Run 1, signal wires on met1:
(4 px per um) Supply wires on this layer in grey.
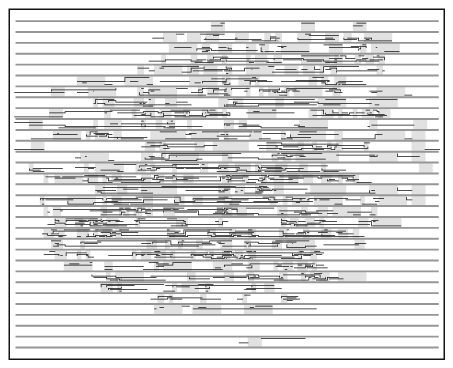
Run 1, cell density map:
(3 px per um) 11 x 9 tiles, from dark blue (low) to red (high), 0 to 100% covered.
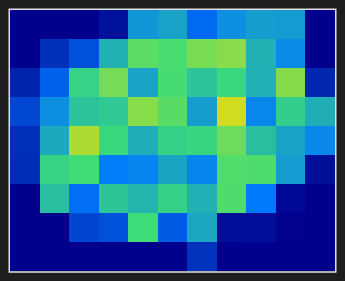
Run 1, cell placement:
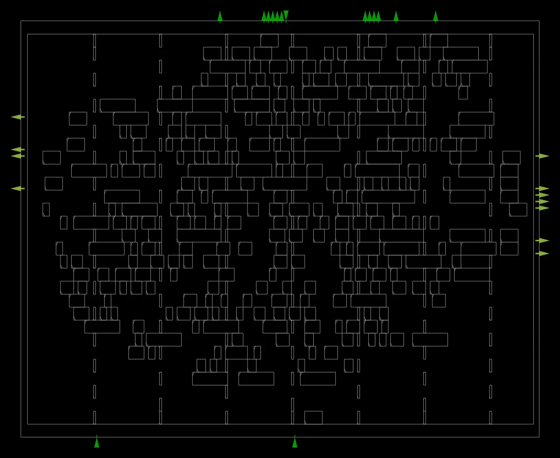
Run 1, nets reached from selected ports:
(2 px per um)
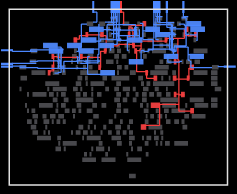
File: src/rtl/ir_sensor_drive_sequencer_if.sv
// Signal bundle between the IR sensor drive sequencer (master) and its pad/decay-counter consumers (slave).
interface ir_sensor_drive_sequencer_if;
  logic        enable;
  logic        sensor_out;
  logic        sensor_oe;
  logic        emitter_on;
  logic        meas_start;
  logic        meas_window;
  logic        cycle_done;
  logic        busy;
  logic [15:0] cycle_count;

  modport master (
    input  enable,
    output sensor_out, sensor_oe, emitter_on, meas_start, meas_window,
    output cycle_done, busy, cycle_count
  );

  modport slave (
    output enable,
    input  sensor_out, sensor_oe, emitter_on, meas_start, meas_window,
    input  cycle_done, busy, cycle_count
  );
endinterface

File: src/rtl/ir_sensor_drive_sequencer.sv
// Charge / measure / holdoff sequencer for one RC IR reflectance sensor line; all outputs registered.
// Optional macro IR_EMITTER_GATE_EN: emitter_on only during CHARGE and MEASURE, otherwise always on out of reset.
module ir_sensor_drive_sequencer #(
  parameter int CHARGE_CYCLES = 500,
  parameter int TIMEOUT       = 2000,
  parameter int PERIOD        = 50000
) (
  input  logic                               clock,
  input  logic                               reset,
  ir_sensor_drive_sequencer_if.master        sdif
);

  // Holdoff is whatever remains of the period, but never less than one clock.
  localparam int HOLD_RAW = PERIOD - CHARGE_CYCLES - TIMEOUT;
  localparam int HOLD     = (HOLD_RAW >= 1) ? HOLD_RAW : 1;
  localparam int MAX_CT   = (CHARGE_CYCLES > TIMEOUT) ? CHARGE_CYCLES : TIMEOUT;
  localparam int MAX_ALL  = (MAX_CT > PERIOD) ? MAX_CT : PERIOD;
  localparam int CW       = ($clog2(MAX_ALL) < 1) ? 1 : $clog2(MAX_ALL);

  localparam logic [CW-1:0] CHARGE_LAST  = CW'(CHARGE_CYCLES - 1);
  localparam logic [CW-1:0] MEASURE_LAST = CW'(TIMEOUT - 1);
  localparam logic [CW-1:0] HOLD_LAST    = CW'(HOLD - 1);

  typedef enum logic [1:0] {
    S_IDLE    = 2'd0,
    S_CHARGE  = 2'd1,
    S_MEASURE = 2'd2,
    S_HOLDOFF = 2'd3
  } state_t;

  state_t        state_q, state_d;
  logic [CW-1:0] cnt_q, cnt_d;
  logic [15:0]   cycle_count_q, cycle_count_d;
  logic          sensor_oe_q, sensor_oe_d;
  logic          sensor_out_q, sensor_out_d;
  logic          emitter_on_q, emitter_on_d;
  logic          meas_start_q, meas_start_d;
  logic          meas_window_q, meas_window_d;
  logic          cycle_done_q, cycle_done_d;
  logic          busy_q, busy_d;

  always_comb begin
    state_d       = state_q;
    cnt_d         = cnt_q;
    cycle_count_d = cycle_count_q;

    case (state_q)
      S_IDLE: begin
        if (sdif.enable) begin
          state_d = S_CHARGE;
          cnt_d   = '0;
        end
      end
      S_CHARGE: begin
        if (cnt_q == CHARGE_LAST) begin
          state_d = S_MEASURE;
          cnt_d   = '0;
        end else begin
          cnt_d = cnt_q + 1'b1;
        end
      end
      S_MEASURE: begin
        if (cnt_q == MEASURE_LAST) begin
          state_d       = S_HOLDOFF;
          cnt_d         = '0;
          cycle_count_d = cycle_count_q + 16'd1;
        end else begin
          cnt_d = cnt_q + 1'b1;
        end
      end
      S_HOLDOFF: begin
        // enable is only looked at here, so a mid-cycle drop never truncates a window.
        if (cnt_q == HOLD_LAST) begin
          state_d = sdif.enable ? S_CHARGE : S_IDLE;
          cnt_d   = '0;
        end else begin
          cnt_d = cnt_q + 1'b1;
        end
      end
      default: begin
        state_d = S_IDLE;
        cnt_d   = '0;
      end
    endcase

    // Outputs are the registered image of the next state, so they line up with state_q.
    sensor_oe_d   = (state_d == S_CHARGE);
    sensor_out_d  = (state_d == S_CHARGE);
    meas_window_d = (state_d == S_MEASURE);
    meas_start_d  = (state_d == S_MEASURE) && (state_q != S_MEASURE);
    cycle_done_d  = (state_d == S_HOLDOFF) && (state_q != S_HOLDOFF);
    busy_d        = (state_d != S_IDLE);
`ifdef IR_EMITTER_GATE_EN
    emitter_on_d  = (state_d == S_CHARGE) || (state_d == S_MEASURE);
`else
    emitter_on_d  = 1'b1;
`endif
  end

  always_ff @(posedge clock) begin
    if (reset) begin
      state_q       <= S_IDLE;
      cnt_q         <= '0;
      cycle_count_q <= '0;
      sensor_oe_q   <= 1'b0;
      sensor_out_q  <= 1'b0;
      emitter_on_q  <= 1'b0;
      meas_start_q  <= 1'b0;
      meas_window_q <= 1'b0;
      cycle_done_q  <= 1'b0;
      busy_q        <= 1'b0;
    end else begin
      state_q       <= state_d;
      cnt_q         <= cnt_d;
      cycle_count_q <= cycle_count_d;
      sensor_oe_q   <= sensor_oe_d;
      sensor_out_q  <= sensor_out_d;
      emitter_on_q  <= emitter_on_d;
      meas_start_q  <= meas_start_d;
      meas_window_q <= meas_window_d;
      cycle_done_q  <= cycle_done_d;
      busy_q        <= busy_d;
    end
  end

  assign sdif.sensor_oe   = sensor_oe_q;
  assign sdif.sensor_out  = sensor_out_q;
  assign sdif.emitter_on  = emitter_on_q;
  assign sdif.meas_start  = meas_start_q;
  assign sdif.meas_window = meas_window_q;
  assign sdif.cycle_done  = cycle_done_q;
  assign sdif.busy        = busy_q;
  assign sdif.cycle_count = cycle_count_q;

endmodule

File: src/flat_wrapper.sv
// flat-port wrapper written by rule: the top's interface ports become plain ports
module ir_sensor_drive_sequencer_flat 
#(
  parameter int CHARGE_CYCLES = 500,
  parameter int TIMEOUT       = 2000,
  parameter int PERIOD        = 50000
)
  (clock, reset, sdif_enable, sdif_sensor_out, sdif_sensor_oe, sdif_emitter_on, sdif_meas_start, sdif_meas_window, sdif_cycle_done, sdif_busy, sdif_cycle_count);
  ir_sensor_drive_sequencer_if sdif_i ();
  input  logic clock;
  input  logic reset;
  input wire logic [$bits(sdif_i.enable)-1:0] sdif_enable;
  output wire logic [$bits(sdif_i.sensor_out)-1:0] sdif_sensor_out;
  output wire logic [$bits(sdif_i.sensor_oe)-1:0] sdif_sensor_oe;
  output wire logic [$bits(sdif_i.emitter_on)-1:0] sdif_emitter_on;
  output wire logic [$bits(sdif_i.meas_start)-1:0] sdif_meas_start;
  output wire logic [$bits(sdif_i.meas_window)-1:0] sdif_meas_window;
  output wire logic [$bits(sdif_i.cycle_done)-1:0] sdif_cycle_done;
  output wire logic [$bits(sdif_i.busy)-1:0] sdif_busy;
  output wire logic [$bits(sdif_i.cycle_count)-1:0] sdif_cycle_count;
  assign sdif_i.enable = sdif_enable;
  assign sdif_sensor_out = sdif_i.sensor_out;
  assign sdif_sensor_oe = sdif_i.sensor_oe;
  assign sdif_emitter_on = sdif_i.emitter_on;
  assign sdif_meas_start = sdif_i.meas_start;
  assign sdif_meas_window = sdif_i.meas_window;
  assign sdif_cycle_done = sdif_i.cycle_done;
  assign sdif_busy = sdif_i.busy;
  assign sdif_cycle_count = sdif_i.cycle_count;
  ir_sensor_drive_sequencer #(.CHARGE_CYCLES(CHARGE_CYCLES), .TIMEOUT(TIMEOUT), .PERIOD(PERIOD)) u_core (.clock(clock), .reset(reset), .sdif(sdif_i));
endmodule
File: config.mk
export PLATFORM = sky130hd
export DESIGN_NAME = ir_sensor_drive_sequencer_flat
export DESIGN_NICKNAME = d
export VERILOG_FILES = /design/src/rtl/ir_sensor_drive_sequencer_if.sv /design/src/rtl/ir_sensor_drive_sequencer.sv /design/src/flat_wrapper.sv
export SDC_FILE = /design/constraint.sdc
export NUM_CORES = 1
export LEC_CHECK = 0
export ABC_CLOCK_PERIOD_IN_PS = 2700
export CAP_MARGIN = 30
export CELL_PAD_IN_SITES_DETAIL_PLACEMENT = 1
export CELL_PAD_IN_SITES_GLOBAL_PLACEMENT = 1
export CORE_ASPECT_RATIO = 0.8
export CORE_UTILIZATION = 23
export CTS_CLUSTER_SIZE = 25
export DETAILED_ROUTE_END_ITERATION = 10
export PLACE_DENSITY = 0.6
export SLEW_MARGIN = 20
export SYNTH_ARGS = -nofsm -noshare
export SYNTH_HDL_FRONTEND = slang
export SYNTH_SLANG_ARGS = --single-unit
File: constraint.sdc
create_clock -name clock -period 2.7 [get_ports clock]
set_input_delay 0.54 -clock clock [delete_from_list [all_inputs] [get_ports clock]]
set_output_delay 0.54 -clock clock [all_outputs]
set_load 0.05 [all_outputs]
==> out/qor.tcl, run 1 <==
set qor(pre_cts_ws_ns) 0.142
set qor(final_layout_clock_cell_area_share_pct) 6.12
set qor(routed_met2_length_mm) 2.68
set qor(syn2layout_area_growth_pct) 31.5
set qor(postSynthRegisterBits) 40
set qor(critical_path.startpoint) {u_core.cnt_q[11]}
set qor(cts_resized) 0
set qor(top_power_group) {the clock network}
set qor(detailedPlacementHpwl_mm) 4.75
set qor(layout_top_cells_excl_fill_tap) {sky130_fd_sc_hd__dfxtp_1 (40), sky130_fd_sc_hd__nand2_1 (35), sky130_fd_sc_hd__clkdlybuf4s50_1 (25), sky130_fd_sc_hd__buf_4 (24), sky130_fd_sc_hd__nor2_1 (23)}
set qor(detail_route.vias_per_cell) 5.04
set qor(maxSlewHeadroom_pct) 64.3
set qor(warning_count) 26
set qor(final_core_util_pct) 31.7
set qor(clock_root_buffer) {sky130_fd_sc_hd__clkbuf_16}
set qor(p_int_mw) 1.05
set qor(worst_r2r_startpoint) {u_core.cnt_q[11]}
set qor(route.final.wire_length_mm) 6.46
set qor(seq_share_pct) 29.3
set qor(detail_route.drc_violations) 0
set qor(critPathTopFamily) {simple AND/OR/NAND/NOR gates}
set qor(multiInputGateArea_um2) 1180
set qor(path_clk_slew_ns) 0.06
set qor(final_antenna_net_count) 0
set qor(critical_path.slowest_cell) {sky130_fd_sc_hd__or4_4}
set qor(drt-pass1-iter-count) 4
set qor(clock_tree_buffer_count_of_the_final_layout) 5
set qor(sw_frac_of_total_pct) 21.5
set qor(synth_largest_type_area_fraction_pct) 38.5
set qor(drive_above_1_share_pct) 12.3
set qor(rows) 30
set qor(die_h_um) 87.1
set qor(period_minus_slack_ns) 2.51
set qor(final.signal_buffer_count) 49
set qor(synth.cellmix.xorXnorShare_pct) 3.79
set qor(timing.critical_path.to_type) {register}
set qor(ys_sh_simple_pct) 34.5
set qor(timing.critical_path.to) {u_core.sdif.cycle_count[7]}
set qor(num-nonclk-inverters) 6
set qor(cap_viol_max_count) 0
set qor(max_freq_ghz) 0.398
set qor(final_hold_viol_count) 0
set qor(comb_share_pct) 43.0
set qor(globalRouteMet2Util_pct) 21.7
set qor(holdWs_ns) 0.482
set qor(initial_utilization_pct) 24.1
set qor(wire_per_inst_um) 15.7
set qor(nets) 304
set qor(post_synth_fa_ha_maj_area_fraction_pct) 1.20
set qor(p_leak_nw) 0.962
set qor(rr_endpoint) {u_core.sdif.cycle_count[7]}
set qor(p_seq_uw) 601
set qor(min_to) {u_core.cnt_q[1]}
set qor(number_of_antenna_violations_at_the_first_check_in_global_routing) 0
set qor(worst-path-max-fanout) 11
set qor(grt_most_used_layer) {met1}
set qor(area_dominant_class) {combinational gates}
set qor(edf_count) 0
set qor(status) {finished, final reports clean}
set qor(seq_area_frac_synth_pct) 38.5
set qor(finalClockSkew_ns) 0.00587
set qor(grt_start_max_net_pins) 27
set qor(chip_area_from_the_yosys_synthesis_statistics_um2) 2080
set qor(layout_top_cell_excl_fill_tap) {sky130_fd_sc_hd__dfxtp_1}
set qor(worst-setup-path-type) {reg -> reg}
set qor(die_width_um) 108
set qor(yosys-dominant-comb-family) {simple AND/OR/NAND/NOR gates}
set qor(timing.critical_path.required_ns) 2.91
set qor(power_frac_seq_pct) 44.8
set qor(finalSetupTns_ns) 0
set qor(n_multi_input_combinational_cell) 197
Back to the opening pictures, 'signal wires on met1':
The longest straight run is 39.6 um. The layer holds 56% of the routed length. 286 nets have wire on it.

Back to the opening pictures, 'cell density map':
23% of the tiles are nearly empty. The emptiest ninth of the die: bottom right. The mean over all tiles is 28%. The fullest tile reaches 69%.

Back to the opening pictures, 'cell placement':
number of flip-flops and latches: 40
fill cell total of the finished layout: 1,057
post-route non-filler standard cell count: 412

Back to the opening pictures, 'nets reached from selected ports':
Blue stands for sdif_cycle_count, bits 16, direction output, edge 12 top, 3 left, 1 right, end cells 16, buffers 16, wire 766 um. Red stands for reset, bits 1, direction input, edge top, end cells 27, buffers 2, wire 276 um.
top-level port count: 26
number of input and output port buffers inserted: 25

## Run 2: what changed since run 1
--- a/config.mk
+++ b/config.mk
@@ -10,10 +10,10 @@
 export CELL_PAD_IN_SITES_DETAIL_PLACEMENT = 1
 export CELL_PAD_IN_SITES_GLOBAL_PLACEMENT = 1
 export CORE_ASPECT_RATIO = 0.8
-export CORE_UTILIZATION = 23
+export CORE_UTILIZATION = 37
 export CTS_CLUSTER_SIZE = 25
 export DETAILED_ROUTE_END_ITERATION = 10
-export PLACE_DENSITY = 0.6
+export PLACE_DENSITY = 0.85
 export SLEW_MARGIN = 20
 export SYNTH_ARGS = -nofsm -noshare
 export SYNTH_HDL_FRONTEND = slang
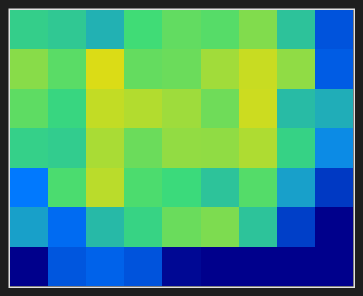
Run 2: cell density map
(4 px per um) 9 x 7 tiles, from dark blue (low) to red (high), 0 to 100% covered.
The emptiest ninth of the die: bottom right. The mean over all tiles is 42%. The fullest tile reaches 70%. 11% of the tiles are nearly empty.

==> out/qor.tcl, run 2 <==
set qor(initial_utilization_pct) 38.3 ;# +14 points
set qor(design.seq.count) 40 ;# unchanged
set qor(synth.cellmix.xorXnorShare_pct) 3.79 ;# unchanged
set qor(multiInputGateArea_um2) 1180 ;# +0.11%
set qor(num-nonclk-inverters) 6 ;# unchanged
set qor(drive_above_1_share_pct) 11.2 ;# -1.1 points
set qor(final.signal_buffer_count) 44 ;# -10%
set qor(area_dominant_class) {combinational gates}
set qor(yosys-dominant-comb-family) {simple AND/OR/NAND/NOR gates}
set qor(p_int_uw) 892 ;# -15%
set qor(die_h_um) 69.1 ;# -21%
set qor(timing.critical_path.to_type) {register}
set qor(seq_area_frac_synth_pct) 38.5 ;# unchanged
set qor(p_seq_uw) 598 ;# about the same
set qor(top_power_group) {registers}
set qor(final_layout_clock_cell_area_share_pct) 4.28 ;# -1.8 points
set qor(critical_path.slowest_cell) {sky130_fd_sc_hd__or4_4}
set qor(syn2layout_area_growth_pct) 24.9
set qor(timing.critical_path.required_ns) 2.87 ;# -0.04 ns
set qor(cap_viol_max_count) 0 ;# unchanged
set qor(holdWs_ns) 0.493 ;# +0.0112 ns
set qor(grt_most_used_layer) {met2}
set qor(die_width_um) 85.9 ;# -21%
set qor(chip_area_from_the_yosys_synthesis_statistics_um2) 2080 ;# unchanged
set qor(warning_count) 26 ;# unchanged
set qor(postSynthRegisterBits) 40 ;# unchanged
set qor(final_hold_viol_count) 0 ;# unchanged
set qor(post_synth_fa_ha_maj_area_fraction_pct) 1.20 ;# unchanged
set qor(sw_frac_of_total_pct) 23.3 ;# +1.8 points
set qor(globalRouteMet2Util_pct) 33.7 ;# +12 points
set qor(power_frac_seq_pct) 51.4 ;# +6.6 points
set qor(cts_resized) 0 ;# unchanged
set qor(grt_start_max_net_pins) 16 ;# -41%
set qor(worst-setup-path-type) {reg -> reg}
set qor(routed_met2_length_mm) 2.76 ;# +3.2%
set qor(boundaryPins) 26 ;# unchanged
set qor(final_cells) 373 ;# -9.5%
set qor(pre_cts_ws_ns) 0.142 ;# +0.0000660 ns
set qor(wire_per_inst_um) 16.2 ;# +3.6%
set qor(final_antenna_net_count) 0 ;# unchanged
set qor(critical_path.startpoint) {u_core.cnt_q[13]}
set qor(max_freq_ghz) 0.387 ;# -2.8%
set qor(p_leak_nw) 0.906 ;# -5.8%
set qor(number_of_antenna_violations_at_the_first_check_in_global_routing) 0 ;# unchanged
set qor(detail_route.drc_violations) 0 ;# unchanged
set qor(maxSlewHeadroom_pct) 65.8 ;# +1.5 points
set qor(detailedPlacementHpwl_mm) 4.55 ;# -4.2%
set qor(n_multi_input_combinational_cell) 197 ;# unchanged
set qor(layout_top_cells_excl_fill_tap) {sky130_fd_sc_hd__dfxtp_1 (40), sky130_fd_sc_hd__nand2_1 (35), sky130_fd_sc_hd__clkdlybuf4s50_1 (25), sky130_fd_sc_hd__nor2_1 (23), sky130_fd_sc_hd__buf_4 (18)}
set qor(finalSetupTns_ns) 0 ;# unchanged
set qor(seq_share_pct) 30.8 ;# +1.5 points
set qor(nets) 299 ;# -1.6%
set qor(rr_endpoint) {u_core.sdif.cycle_count[13]}
set qor(ys_sh_simple_pct) 34.5 ;# unchanged
set qor(status) {finished, final reports clean}
set qor(min_to) {u_core.cnt_q[1]}
set qor(comb_share_pct) 45.3 ;# +2.3 points
